Figure 1. Close-up of the layout (run 1).
Window x 0 to 40, y 33 to 73 µm. Cells in grey, sequential cells in the stronger grey; small squares are vias.
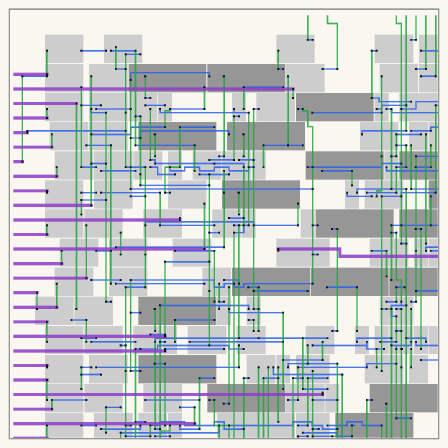
Figure 2. Nets reached from selected ports (run 1).
Bar = 20 µm.
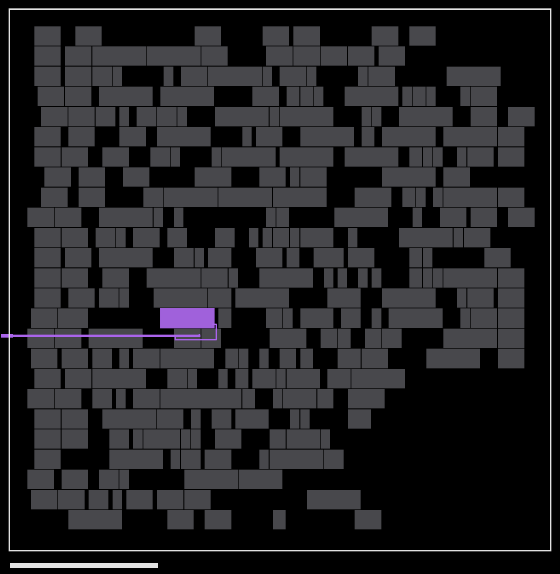
Figure 3. Register map, names as in the netlist (run 1).
Bar = 20 µm. Other sequential cells in the stronger grey, the rest of the logic in the fainter grey.
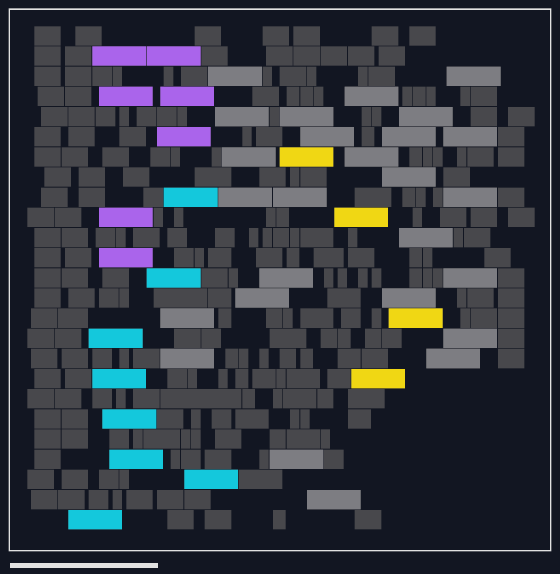
Figure 4. Routed metal, one colour a layer (run 1).
Two of the layers only.
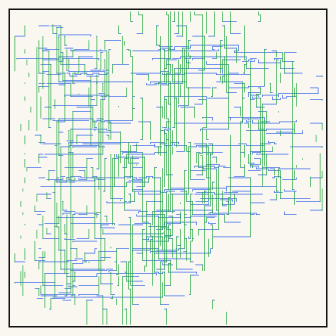
==> config.mk <==
export PLATFORM = sky130hd
export DESIGN_NAME = mem_arbiter
export DESIGN_NICKNAME = d
export VERILOG_FILES = /design/src/rtl/mem_arbiter.sv
export SDC_FILE = /design/constraint.sdc
export NUM_CORES = 1
export LEC_CHECK = 0
export ABC_AREA = 0
export CAP_MARGIN = 40
export CORE_MARGIN = 2
export CORE_UTILIZATION = 40
export CTS_CLUSTER_SIZE = 14
export DETAILED_ROUTE_END_ITERATION = 7
export GPL_TIMING_DRIVEN = 0
export PLACE_DENSITY = 0.76
export SLEW_MARGIN = 20
export SYNTH_ARGS = -nofsm -noshare
export SYNTH_HDL_FRONTEND = slang
export SYNTH_SLANG_ARGS = --single-unit
export TNS_END_PERCENT = 100
==> constraint.sdc <==
create_clock -name clk -period 2.8 [get_ports clk]
set_input_delay 0.56 -clock clk [delete_from_list [all_inputs] [get_ports clk]]
set_output_delay 0.56 -clock clk [all_outputs]
set_load 0.05 [all_outputs]
==> run summary, run 1 <==
The synthesis and PnR run went through. The flow ran to the end, and the final reports show no timing, DRC or antenna violations. The layout report lists the non-clock buffer share of cell area as around 30%. The final weighted congestion recorded by global placement is between 0.8 and 0.9. The most critical hold endpoint after final layout shows a slack of roughly 460 ps.

Area fraction in mux cells landed at between 10% and 20%. Clock tree buffers and inverters occupy 3.88% of the routed design's cell area. Net switching is a little over 40% of the power.

In this run the most used layer during global routing was met2. Cell internal power was estimated by the tool at 1.50 mW. The die covers 5310 µm². Final count of hold timing violations landed at 0.

Per the layout area report, the combinational fraction of cell area is 31.7%. The library cell used most frequently in the layout, excluding fill and tap cells, is clkdlybuf4s50_1. The report puts the hold buffer count at CTS at 0.

Among cell families on the critical path, the largest total delay comes from buffers and inverters. The floorplan has 25 rows. Per STA, the highest per-stage delay on the worst path measures around 850 ps. The post-route netlist has between 5 and 6% of its cells at a drive strength greater than 1.

Worst reg-to-reg setup slack landed at about 1100 ps. OpenROAD reports that the post-layout worst path occupies between 70% and 80% of the period. The synthesis report names the predominant flop master as dfxtp_1. The design has ~45 sequential cells. The non-clock inverters instantiated in the layout total 8.

Minimum clock period landed at about 2100 ps. Summing internal, switching and leakage power gives 2.57 mW. Detailed-router iteration count before antenna repair landed at 4. By area the synthesized netlist is led by dfxtp_1 (47%), mux2i_1 (13%), a211oi_1 (6.3%). For this run the detailed placement stage logged an HPWL of roughly 3.3 mm. For this run, design rule violations remaining after detail routing come to 0. On the final layout, the worst clock skew is about 3.8 ps. After routing, the total negative slack on setup checks comes to 0 ps. Timing analysis after detailed placement gives a worst setup slack of ~560 ps. By startpoint and endpoint, the worst setup path is classified as flop to primary output. Portion of total power attributed to the clock network landed at 19.0%. The multi-input combinational cells in the finished layout cover a total of between 900 and 1000 µm². Looking at the clock tree report, the H-tree level count equals 2. The critical path goes through clkdlybuf4s50_1. The logs give a warning total of 30. Of all cell types, the one taking the most synthesized area is dfxtp_1. Yosys cell count landed at roughly 200.

According to the Yosys statistics, the synthesized design has a chip area of between 1500 and 2000 µm². For the completed layout, the total cell area is recorded as around 2900 µm². Post-detailed-route via-to-cell ratio landed at a little under 5. Counting plain and timing-repair buffers in the layout gives 89.

Count of library flops with an enable pin landed at 0. Die height landed at approximately 73 µm. Sum of met2 wire segment lengths after detailed routing landed at a little over 2 mm. Antenna diode count landed at 0. In this run, the number of DRC markers left after iteration 0 of detailed routing was slightly above 70. For reference, compound AND-OR and OR-AND cells occupy between 10% and 20% of the area reported after synthesis.

The power report attributes to the combinational group a share of 47.1%. Counting the buffers created by CTS gives 5. The number of cells on the worst hold path is listed as 2. Per the OpenROAD floorplan log, the area of the core is approximately 4700 µm².

Multi-input combinational cells in the finished layout were counted as 136. The number of placed instances, taps included, is ~330. Of the total synthesized cell area, the portion taken by full adders, half adders and majority gates is 3.96%.
Notes on Figure 1 above:
Key: M1 = blue; M3 = purple; M2 = green
Most frequent: clkdlybuf4s50_1 (32), dfxtp_1 (16), nor2_1 (15). Sequential cells in the window: 16. 99 logic cells have their middle in the window.

Notes on Figure 2 above:
Key: `mem_write` = purple [direction output, end cells 1, wire 33.6 µm]
buffers added on ports: 79
number of top-level pins: 81

Notes on Figure 3 above:
Key: `mem_input_data` = cyan [sequential cells 8]; `cnt_q` = yellow [sequential cells 4]; `mem_address` = purple [sequential cells 7, where upper left]
area taken by flip-flops and latches: 901 µm²
Final Core Density: 61.5%
seq pwr: 0.871 mW
sequential share of cell area: 31.4%

Notes on Figure 4 above:
Key: M1 = blue [wire length 1710 µm]; M2 = green [wire length 2030 µm]
number of vias in the routed layout: 1668
global-route usage over all layers: 17.1%
Avg WL per Cell: 12.4 µm
Total Wirelength: 4.23 mm

==> run 2: changes to the inputs <==
- clock period: 2.8 -> 1.98 ns (I/O delays scaled with it)
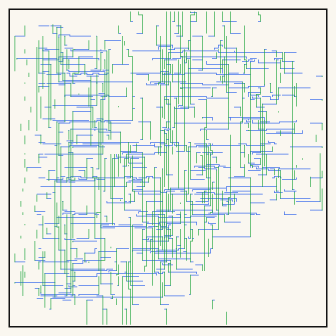
Figure 5: run 2, routed metal, one colour a layer.
Two of the layers only.
Key: M1 = blue [wire length 1710 µm]; M2 = green [wire length 2020 µm]
Total Wirelength: 4.23 mm
number of vias in the routed layout: 1670
Avg WL per Cell: 12.4 µm

==> run 2 against run 1 <==
Compared with the run above:
- sequential power rose by 41%
- utilization grew 0.054 points
- non-clock buffer count did not move
- global-route usage did not move
- power grew 41%
- clock power up 42%
- cell count did not move
- critical path type unchanged
- largest power group unchanged
- cell area about the same
- first-iteration DRC count up 17%
- synthesized area unchanged
- count of clock-buffer cells in the layout is the same
==> run summary, run 2 <==
The synthesis and PnR run went through. Placed wire-length estimate landed at 3.26 mm (unchanged). The most common logic cell in the final layout is clkdlybuf4s50_1. The critical path's largest stage delay was 830 ps (-20 ps). The detailed-router iteration count before antenna repair came to 4 (unchanged). Looking at the cell usage after synthesis, the top flip-flop cell is dfxtp_1. Area of the core landed at 4660 µm² (unchanged).

Yosys cell count landed at 199 (unchanged). The initial detailed-routing violation count is 84 (+17%). Per the synthesis report, the number of distinct cell types is 37. Xor-xnor portion of the synthesized cell area landed at 0.462%. Maximum clock skew at final layout landed at 3.91 ps (+0.0777 ps). The internal power consumption came to 2.12 mW (+41%). The biggest area contributor in the post-synthesis netlist is dfxtp_1.

The sum of met2 wire segment lengths after detailed routing was 2.02 mm (-0.35%). Worst slack after detailed placement landed at -100 ps (-656 ps). Final weighted congestion in routability-driven placement landed at 0.807 (unchanged). Yosys shows that the main logic family after synthesis is simple AND/OR/NAND/NOR gates. Buffer share of cell area landed at 29.6% (+0.061 points). Wire length of the first global-routing pass landed at 6.96 mm. Hold-critical path depth landed at 2 (unchanged). Sequential cell area in the final layout landed at 901 µm² (unchanged). Fraction of power consumed by combinational cells landed at 47.1% (about the same). Boundary pin count landed at 81 (unchanged). X dimension of the die landed at between 70 and 80 µm.

Portion of total power attributed to the clock network landed at 19.0% (about the same). The total track usage came to 17.1% (unchanged). Post-route setup TNS landed at 0 ps (unchanged). Antenna diode count landed at 0 (unchanged). The critical path is of the flop to primary output type. Maximum VDD drop landed at 0.769 mV. The row count was 25 (unchanged). Number of global-route vias before repair landed at about 1600. H-tree level count landed at 2 (unchanged). The flow ran to the end, and the final reports show no timing, DRC or antenna violations.

By area, the class that comes first in the final layout consists of logic gates. Die height landed at 72.9 µm (unchanged). The fraction of final layout cells sized beyond drive strength 1 came to 5.59% (unchanged). Final cell utilization of the core landed at 61.6% (about the same).

The post-detailed-route via-to-cell ratio is 4.91 (+0.12%). The count of library flops with an enable pin was 0 (unchanged). Based on the critical path, the design can be clocked at up to ~530 MHz. For met3 alone, demand over resource in global routing was about a tenth. STA shows the worst reg2reg path with a cell count of 6. Count of placed standard cells including taps landed at 332 (unchanged). DRC violation count after routing landed at 0 (unchanged). The sequential share of cell area came to 31.4% (about the same). The worst reg-to-reg setup slack was 240 ps (-820 ps). The area fraction in mux cells is 13.9% (unchanged). The transition time recorded at the tightest slew-check pin is 524 ps.

At the end of the flow, the number of nets in the layout was between 300 and 400. The timing report shows that the slowest cell on the worst path is clkdlybuf4s50_1. Sequential group power landed at 1.23 mW (+41%). The post-synthesis adder-cell area fraction is 3.96% (unchanged). Yosys attributes the largest share of cell area to dfxtp_1 (47%), mux2i_1 (13%), a211oi_1 (6.3%). Fraction of area in clock buffers and inverters landed at 3.88% (about the same). For this run, asynchronously set or reset flops after synthesis account for 0%. Static leakage power landed at 1.18 nW. On the critical path the largest part of the delay comes from buffers and inverters. The final count of hold timing violations is 0 (unchanged). Fraction of area in multi-input gates landed at 31.7% (about the same). Period utilization landed at 94.6%. Wire length on met1 landed at ~1.7 mm. The OpenROAD warning count came to 30 (unchanged). CTS buffer count landed at 5 (unchanged).

Power density relative to cell area landed at 1270 nW/µm². Listed in order, past its start point the critical path passes clkdlybuf4s50_1. Number of buffer cells added on primary ports landed at 79 (unchanged). Final hold slack landed at 376 ps (-85.7 ps).

Final non-filler cell area landed at 2870 µm² (about the same). Non-clock inverter total of the final layout landed at 8 (unchanged). Multi-input combinational gate total landed at 136 (unchanged). The tree is rooted in a clkbuf_8. The clock period could shrink to ~1900 ps.

The hold buffer count at cts came to 0 (unchanged). Complex-gate fraction of the synthesized area landed at 13.9% (unchanged). The total of plain and repair buffers excluding clock buffers is 89 (unchanged).

The yosys-reported design area after synthesis is 1900 µm² (unchanged). Basic-gate share of the synthesized area counting and, or, nand and nor cells landed at ~16%. The switching power share of the total is 41.6% (about the same). Entering global routing, the biggest net connects 15 pins. The overall power after layout was 3.63 mW (+41%). The layer flagged by global routing as most heavily used is met2. The total area of multi-input combinational cells is 910 µm² (unchanged). The chip area came to 5310 µm² (unchanged). The timing report notes that buffer and inverter cells on the critical path total 1. Total number of clock tree sinks landed at approximately 45.
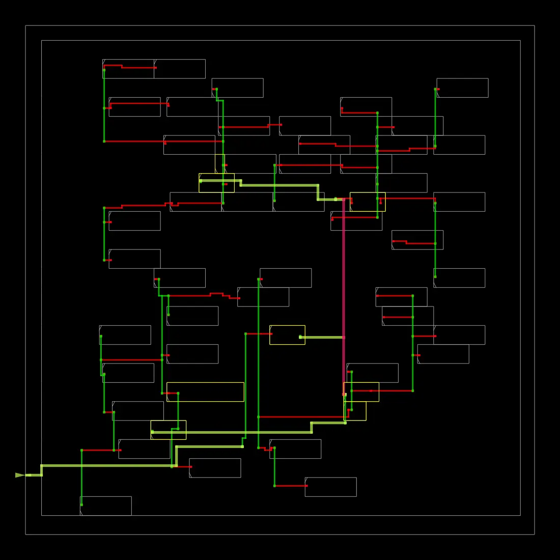
Figure 6: run 2, clock nets.
final sequential cell count: 45
# clk buffers: 6
Power Clock: 0.691 mW

Power figures rest on the tool's default switching activity, not on a simulated workload.
